**Run 1: cells coloured by class**

Bar = 50 microns.
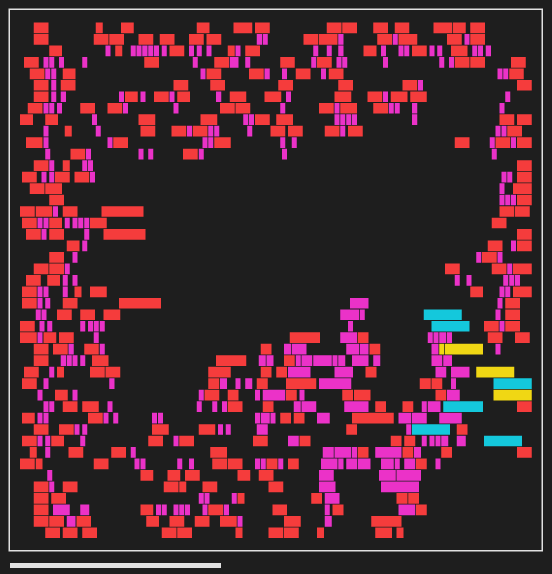
**Run 1: selected gate families**

Bar = 50 microns.
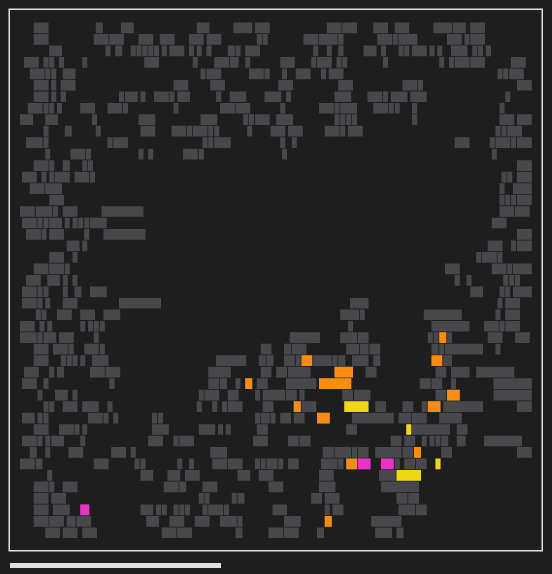
**Run 1: clock distribution**

Bar = 50 microns.
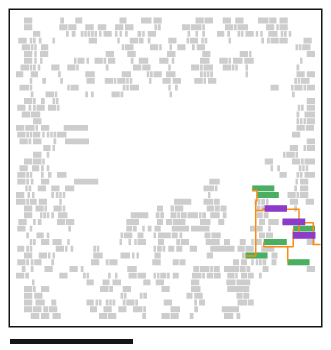
<file path="src/rtl/tl_ul_pkg.sv">
// TileLink-UL shared definitions for the two-master arbiter slice.
// Opcodes, default widths and burst length helper.
package tl_ul_pkg;

  localparam int ADDR_W = 26;
  localparam int DATA_W = 32;

  localparam logic [2:0] PUT_FULL    = 3'd0;
  localparam logic [2:0] PUT_PARTIAL = 3'd1;
  localparam logic [2:0] GET         = 3'd4;
  localparam logic [2:0] ACK         = 3'd0;
  localparam logic [2:0] ACK_DATA    = 3'd1;

  // Only Puts carry data beats; one beat is 4 bytes.
  function automatic int unsigned beats_of(
    input logic [2:0] opcode,
    input logic [2:0] size
  );
    int unsigned n;
    n = 1;
    if ((opcode == PUT_FULL || opcode == PUT_PARTIAL) &&
        size > 3'd2)
      n = 32'd1 << (size - 3'd2);
    return n;
  endfunction

endpackage

</file>
<file path="src/rtl/tl_rr_pick2.sv">
// Two-request round-robin picker.
// A lone requester wins; on a tie the master not served last wins.
module tl_rr_pick2 (
  input  logic [1:0] req,
  input  logic       rr_last,
  output logic       grant
);

  always_comb begin
    grant = ~rr_last;
    unique case (1'b1)
      (req == 2'b01): grant = 1'b0;
      (req == 2'b10): grant = 1'b1;
      default:        grant = ~rr_last;
    endcase
  end

endmodule

</file>
<file path="src/rtl/tl_ul_arb2.sv">
// Two-master TileLink-UL A/D arbiter in front of the fragmenter.
// Round-robin A grant, locked across stalls and Put bursts.
module tl_ul_arb2 #(
  parameter int ADDR_W      = tl_ul_pkg::ADDR_W,
  parameter int DATA_W      = tl_ul_pkg::DATA_W,
  parameter int SRC_W       = 1,
  parameter int MAX_LGBEATS = 3
) (
  input  logic                        clock,
  input  logic                        reset,
  input  logic [1:0]                  in_a_valid,
  output logic [1:0]                  in_a_ready,
  input  logic [1:0][2:0]             in_a_opcode,
  input  logic [1:0][2:0]             in_a_param,
  input  logic [1:0][2:0]             in_a_size,
  input  logic [1:0][SRC_W-1:0]       in_a_source,
  input  logic [1:0][ADDR_W-1:0]      in_a_address,
  input  logic [1:0][3:0]             in_a_mask,
  input  logic [1:0][DATA_W-1:0]      in_a_data,
  output logic                        out_a_valid,
  input  logic                        out_a_ready,
  output logic [2:0]                  out_a_opcode,
  output logic [2:0]                  out_a_param,
  output logic [2:0]                  out_a_size,
  output logic [SRC_W:0]              out_a_source,
  output logic [ADDR_W-1:0]           out_a_address,
  output logic [3:0]                  out_a_mask,
  output logic [DATA_W-1:0]           out_a_data,
  input  logic                        out_d_valid,
  output logic                        out_d_ready,
  input  logic [2:0]                  out_d_opcode,
  input  logic [1:0]                  out_d_param,
  input  logic [2:0]                  out_d_size,
  input  logic [SRC_W:0]              out_d_source,
  input  logic                        out_d_denied,
  input  logic [DATA_W-1:0]           out_d_data,
  output logic [1:0]                  in_d_valid,
  input  logic [1:0]                  in_d_ready,
  output logic [2:0]                  in_d_opcode,
  output logic [1:0]                  in_d_param,
  output logic [2:0]                  in_d_size,
  output logic [SRC_W-1:0]            in_d_source,
  output logic                        in_d_denied,
  output logic [DATA_W-1:0]           in_d_data
);

  logic                   locked;
  logic                   owner;
  logic                   rr_last;
  logic [MAX_LGBEATS-1:0] beat_cnt;
  logic                   pick;
  logic                   grant;
  logic                   fire;
  logic                   last;
  logic                   sel;
  int unsigned            beats;

  tl_rr_pick2 u_pick (
    .req     (in_a_valid),
    .rr_last (rr_last),
    .grant   (pick)
  );

  assign grant = locked ? owner : pick;

  assign out_a_valid   = in_a_valid[grant];
  assign out_a_opcode  = in_a_opcode[grant];
  assign out_a_param   = in_a_param[grant];
  assign out_a_size    = in_a_size[grant];
  assign out_a_source  = {grant, in_a_source[grant]};
  assign out_a_address = in_a_address[grant];
  assign out_a_mask    = in_a_mask[grant];
  assign out_a_data    = in_a_data[grant];

  assign in_a_ready = grant ? {out_a_ready, 1'b0}
                            : {1'b0, out_a_ready};

  assign fire = out_a_valid & out_a_ready;

  always_comb begin
    beats = tl_ul_pkg::beats_of(out_a_opcode, out_a_size);
    last  = (beats == 1) || (32'(beat_cnt) == beats - 1);
  end

  // Any offered beat that does not close its message pins the grant.
  always_ff @(posedge clock or negedge reset) begin
    if (!reset) begin
      locked   <= 1'b0;
      owner    <= 1'b0;
      rr_last  <= 1'b1;
      beat_cnt <= '0;
    end else if (fire && last) begin
      locked   <= 1'b0;
      rr_last  <= grant;
      beat_cnt <= '0;
    end else if (out_a_valid) begin
      locked <= 1'b1;
      owner  <= grant;
      if (fire)
        beat_cnt <= beat_cnt + MAX_LGBEATS'(1);
    end
  end

  assign sel = out_d_source[SRC_W];

  assign in_d_valid  = {out_d_valid & sel, out_d_valid & ~sel};
  assign out_d_ready = in_d_ready[sel];
  assign in_d_opcode = out_d_opcode;
  assign in_d_param  = out_d_param;
  assign in_d_size   = out_d_size;
  assign in_d_source = out_d_source[SRC_W-1:0];
  assign in_d_denied = out_d_denied;
  assign in_d_data   = out_d_data;

endmodule

</file>
<file path="config.mk">
export PLATFORM = sky130hd
export DESIGN_NAME = tl_ul_arb2
export DESIGN_NICKNAME = d
export VERILOG_FILES = /design/src/rtl/tl_ul_pkg.sv /design/src/rtl/tl_rr_pick2.sv /design/src/rtl/tl_ul_arb2.sv
export SDC_FILE = /design/constraint.sdc
export NUM_CORES = 1
export LEC_CHECK = 0
export CAP_MARGIN = 10
export CORE_AREA = 2 2 124 126
export CTS_CLUSTER_SIZE = 28
export DETAILED_ROUTE_END_ITERATION = 7
export DIE_AREA = 0 0 126 128
export GPL_ROUTABILITY_DRIVEN = 0
export PLACE_DENSITY_LB_ADDON = 0.1
export SLEW_MARGIN = 20
export SYNTH_ARGS = -nofsm -noshare
export SYNTH_HDL_FRONTEND = slang
export SYNTH_SLANG_ARGS = --single-unit
export TNS_END_PERCENT = 10
</file>
<file path="constraint.sdc">
create_clock -name clock -period 2.95 [get_ports clock]
set_input_delay 0.7375 -clock clock [delete_from_list [all_inputs] [get_ports clock]]
set_output_delay 0.7375 -clock clock [all_outputs]
set_load 0.01 [all_outputs]
</file>
==> summary.txt, run 1 <==
run metrics: result of the run=finished with violations, failing checks=setup timing, minimum clock period=roughly 3.3 ns, final hold viol count=0, FF-to-FF End=rr_last, Adder Area Share=0.02606, PortBufs=231, Final Setup Violations=69, Routed WL per cell=roughly 13 microns, Mapped Cells=362, CP endpoint=rr_last, H-tree Lvls=1, CTS Sinks=6, part of the cycle the worst path needs=1.129, DRT antenna net count=0, CTS tree=built, All-Layer GR Usage=0.1127, global route overflow=0, max_slew headroom=0.6539, P_sw=between 1.5 and 2 mW, main logic family after synthesis=simple AND/OR/NAND/NOR gates, Final WS setup=-0.3795 ns, Area leader share=0.4397, synthesis area per yosys=about 1900 sq um, I/O pin count=~320, TritonCTS Buffers=3, clock root buffer=clkbuf_16, Yosys cell types=38, peak supply drop=about 0.00032 V, xor/xnor share=0.004560, initial antenna violation count=0, number of enable flip-flop cells=0, Die H=between 100 and 150 microns, Max clock buf depth=2
## Picture notes: 'cells coloured by class'
legend:
  cyan:
    class: sequential cells
    cells: 6
    share_of_their_area: 3.4%
  magenta:
    class: combinational and other logic
    cells: 295
    share_of_their_area: 33%
  yellow:
    class: clock drivers and dummy loads
    cells: 4
    share_of_their_area: 1.8%
  red:
    class: remaining buffers and delay cells
    cells: 276
    share_of_their_area: 62%

## Picture notes: 'selected gate families'
legend:
  magenta:
    family: and/or cells
    cells: 3
  orange:
    family: aoi and oai cells
    cells: 13
  yellow:
    family: inv cells
    cells: 4
    where: lower right

## Picture notes: 'clock distribution'
legend:
  green:
    item: flip-flops
    count: 6
  orange:
    item: clock wires
    length: 129 microns
  purple:
    item: clock drivers
    count: 3
routed clock nets: 4

run 1: cell type report:
type	instances	area, sq um
clock buffer	4	78.83
fill	1663	10210
inverter	4	40.04
multi-input combinational	291	1413
sequential	6	151.4
tap	188	235.2
timing repair buffer	276	2740
run 1: layer usage:
| layer | share of wire | up-vias |
|---|---|---|
| met5 | 0 | - |
| met4 | 0.0086 | 0 |
| met3 | 0.088 | 12 |
| met2 | 0.53 | 132 |
| met1 | 0.37 | 1328 |
| li1 | - | 1525 |
run 1: worst min-delay path by stage:
stage,startpoint,to,slack (ns),cells past startpoint
floorplan,reset,beat_cnt[0],0.44,0
global placement,beat_cnt[1],beat_cnt[1],0.54,2
finish,beat_cnt[1],beat_cnt[1],0.56,2
global route,beat_cnt[1],beat_cnt[1],0.60,2
CTS,beat_cnt[1],beat_cnt[1],0.57,2
detailed placement,beat_cnt[1],beat_cnt[1],0.55,2
run 1: cells in the mapped netlist (all sizes together), types with 2 or more instances:
| cell | number |
|---|---|
| nor2b | 3 |
| and2 | 2 |
| buf | 47 |
| a21oi | 4 |
| o211ai | 3 |
| o21ai | 4 |
| mux2i | 3 |
| nand2 | 225 |
| ha | 4 |
| inv | 3 |
| conb | 2 |
| clkbuf | 14 |
| nor3b | 2 |
| a21o | 3 |
| dfrtp | 5 |
| mux2 | 6 |
| nor2 | 9 |
| nand3 | 7 |
run 1: critical path: stages:
cell and delay [ns]:
buf_12 0.11, inv_12 0.04, ha_4 0.19, and2_4 0.14, o31a_4 0.37, buf_6 0.14
nor2_4 0.09, a31oi_2 0.04, ha_1 0.31, xor2_1 0.16, nor3b_2 0.21, nor2b_1 0.15
a32o_2 0.19, o31ai_4 0.09, a21oi_2 0.19, mux2_4 0.31
run 1: power by group through the flow:
stage	logic, mW	registers, mW	clock network (mW)
floorplan	1.52	0.137	0
global placement	3.21	0.150	0
detailed placement	3.19	0.148	0
CTS	3.34	0.150	0.231
global route	3.55	0.155	0.240
finish	3.24	0.151	0.229
run 1: through the flow:
| stage | setup slack [ns] | hold slack [ns] | instances | TNS (ns) | util |
|---|---|---|---|---|---|
| floorplan | -0.5969 | 0.4419 | 362 | -2.411 | - |
| global placement | -1.168 | 0.5366 | 760 | -81.65 | 0.2983 |
| detailed placement | -1.228 | 0.5522 | 760 | -82.42 | 0.2983 |
| CTS | -0.3875 | 0.5659 | 770 | -22.53 | 0.3137 |
| global route | -0.5055 | 0.6040 | 769 | -18.28 | 0.3134 |
| finish | -0.3795 | 0.5572 | 769 | -13.08 | 0.3134 |
run 1: sequential cells by signal, indices dropped and copies added (netlist names):
signal / cells
beat_cnt: 3
locked: 1
owner: 1
rr_last: 1
run 1: placed cells by master (no fill, tap or decap), drive strengths merged, types with 4 or more instances in the layout:
cell           synthesis  routed
nand2                225     225
clkdlybuf4s50          0     160
buf                   47      52
clkdlybuf4s15          0      24
dlygate4sd2            0      23
clkbuf                14      14
nor2                   9       9
nand3                  7       7
dlymetal6s2s           0       7
mux2                   6       6
dfrtp                  5       5
ha                     4       4
o21ai                  4       4
a21oi                  4       4
run 1: what timing repair did:
action                     CTS  global route
pin swaps                    8            11
gates resized              152            43
cloned                       3             0
setup buffers                3             2
setup endpoints to repair   82            82
==> run 2: changes to the inputs <==
--- a/config.mk
+++ b/config.mk
@@ -7,10 +7,11 @@
 export LEC_CHECK = 0
 export CAP_MARGIN = 10
 export CORE_AREA = 2 2 124 126
-export CTS_CLUSTER_SIZE = 28
+export CTS_CLUSTER_SIZE = 30
 export DETAILED_ROUTE_END_ITERATION = 7
 export DIE_AREA = 0 0 126 128
 export GPL_ROUTABILITY_DRIVEN = 0
+export GPL_TIMING_DRIVEN = 1
 export PLACE_DENSITY_LB_ADDON = 0.1
 export SLEW_MARGIN = 20
 export SYNTH_ARGS = -nofsm -noshare
**Run 2: selected gate families**

Bar = 50 microns.
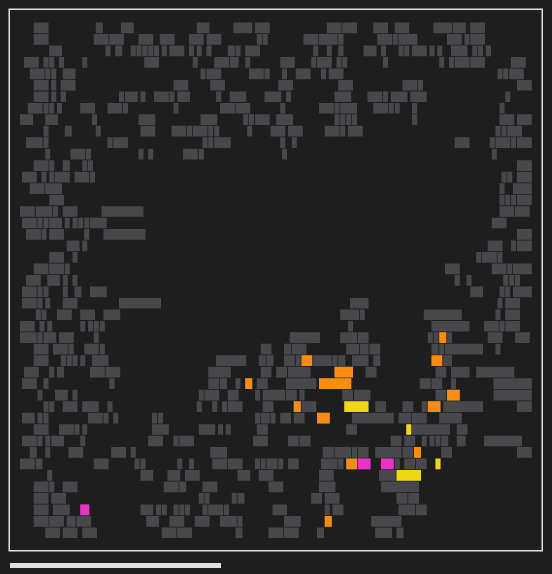
legend:
  orange:
    family: aoi and oai cells
    cells: 13
  yellow:
    family: inv cells
    cells: 4
    where: lower right
  magenta:
    family: and/or cells
    cells: 3

**Run 2: supply network**

Pins as bars on the die edge. Tap cells in grey.
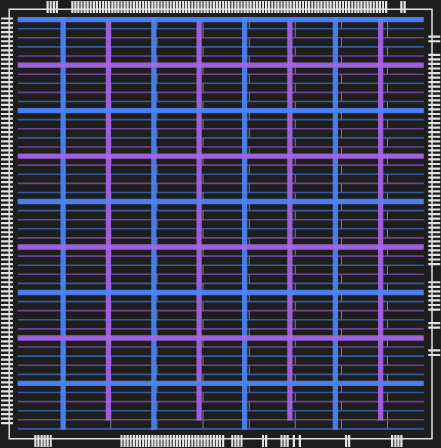
legend:
  blue:
    net: VSS
  purple:
    net: VDD
tap cells: 188
met5 straps: 9
met1 rails: 46

**Run 2: the clock network**

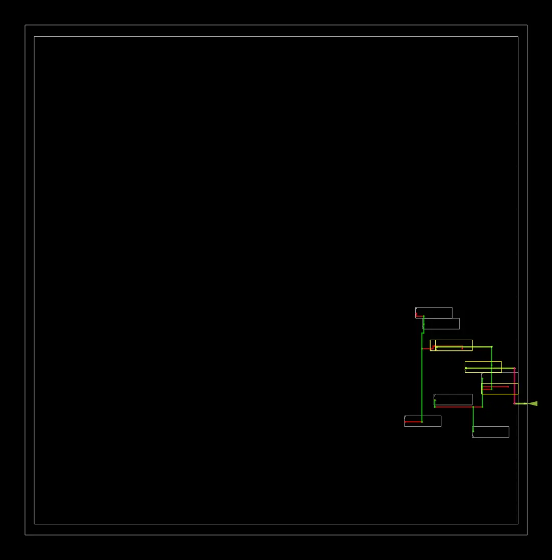
Clk power: 0.229 mW
CTS Sinks: 6
Final Skew: 0.003606 ns

==> run 2 against run 1 <==
Against the previous run:
- the flow still finishes with violations (setup timing)
- sequential power about the same
- flip-flop count unchanged
- largest cell class unchanged
- global-route usage is the same
- combinational power hardly changed
- critical endpoint unchanged
- critical path type unchanged
- clock power hardly changed
- maximum frequency stayed put
- total power did not move
- cell count did not move
- highest routed layer unchanged
- non-clock buffer count did not move
- area after synthesis stayed put
==> summary.txt, run 2 <==
run metrics: non-filler cells, final=a little under 800, clock root buffer=clkbuf_16, CP max-delay cell=o31a_4, Top cell excl fill/tap=nand2_1, TritonCTS Buffers=3, fill count=1663, max_slew headroom=0.6539, Largest Register=beat_cnt, Worst Hold Margin=about 0.56 ns, minimum clock period=between 3 and 4 ns, failing checks=setup timing, Max clock buf depth=2, Comb gate area=between 1000 and 1500 sq um, CTS tree=built, worst path cell trace=buf_12, inv_12, ha_4, and2_4, o31a_4, buf_6, nor2_4, a31oi_2, ha_1, xor2_1, nor3b_2, nor2b_1, a32o_2, o31ai_4, a21oi_2, mux2_4, Final WS setup=-0.3795 ns, final hold viol count=0, Final Setup Violations=between 60 and 70, flip-flop count of the largest register after layout=3, setup TNS=-13.08 ns, number of enable flip-flop cells=0, FF+latch area=between 150 and 200 sq um, Yosys cell types=38, result of the run=finished with violations, CP Buf/Inv Count=3, top cells by count=225 x nand2_1, 43 x buf_4, 14 x clkbuf_1, WP depth=16, Die H=128 microns, Yosys top cell by instances=nand2_1
## run 2: power breakdown
part	internal [mW]	leakage (nW)	total, mW	switching, mW
Clock	0.180	0.0382	0.229	0.0492
Sequential	0.116	0.0757	0.151	0.0351
Combinational	1.65	2.20	3.24	1.59
## run 2: tightest hold or removal path: cells and delay by family (launching register included)
kind / cells / cell delay, ns
compound gates: 1 / 0.06
flops: 1 / 0.40
simple gates: 1 / 0.06
## run 2: layout make-up
class | count | area share
Tap cell | 188 | 0.05050
Sequential cell | 6 | 0.03250
Timing Repair Buffer | 276 | 0.5882
Clock buffer | 4 | 0.01692
Multi-Input combinational cell | 291 | 0.3032
Inverter | 4 | 0.008595
## run 2: per-stage QoR
step	instance area [sq um]	power [mW]	setup slack, ns
global route	4658	3.949	-0.5055
CTS	4663	3.722	-0.3875
finish	4658	3.622	-0.3795
detailed placement	4434	3.340	-1.228
global placement	4434	3.360	-1.168
floorplan	1977	1.660	-0.5969
## run 2: worst paths after layout
check                               from          end  slack [ns]
setup / recovery           in_a_valid[0]      rr_last       -0.38
hold / removal               beat_cnt[1]  beat_cnt[1]        0.56
setup reg to reg                 rr_last      rr_last        0.03
hold reg to reg              beat_cnt[1]  beat_cnt[1]        0.56
max in group asynchronous          reset      rr_last        1.91
min in group asynchronous          reset        owner        0.76
## run 2: what timing repair did
item,4_1_cts,5_1_grt
gates resized,152,43
setup endpoints to repair,82,82
buffers inserted,3,2
pin swaps,8,11
cloned,3,0
## run 2: layer usage
layer  vias up  part of all wire
met4         0            0.0086
met1      1328              0.37
met2       132              0.53
li1       1525                 -
met5         -                 0
met3        12             0.088
## run 2: cells by family (layout without fill, tap and decap cells)
group           after synthesis  count (layout)  share of synthesized area
fa+ha+maj                     4               4                    0.02606
simple gates                253             253                     0.5173
compound gates               22              22                    0.09316
other cells                   2               2                   0.003910
xor+xnor                      1               1                   0.004561
mux                           9               9                    0.05472
flops                         6               6                    0.07883
buf+inv                      65             284                     0.2215
Power and IR drop assume default switching activity.
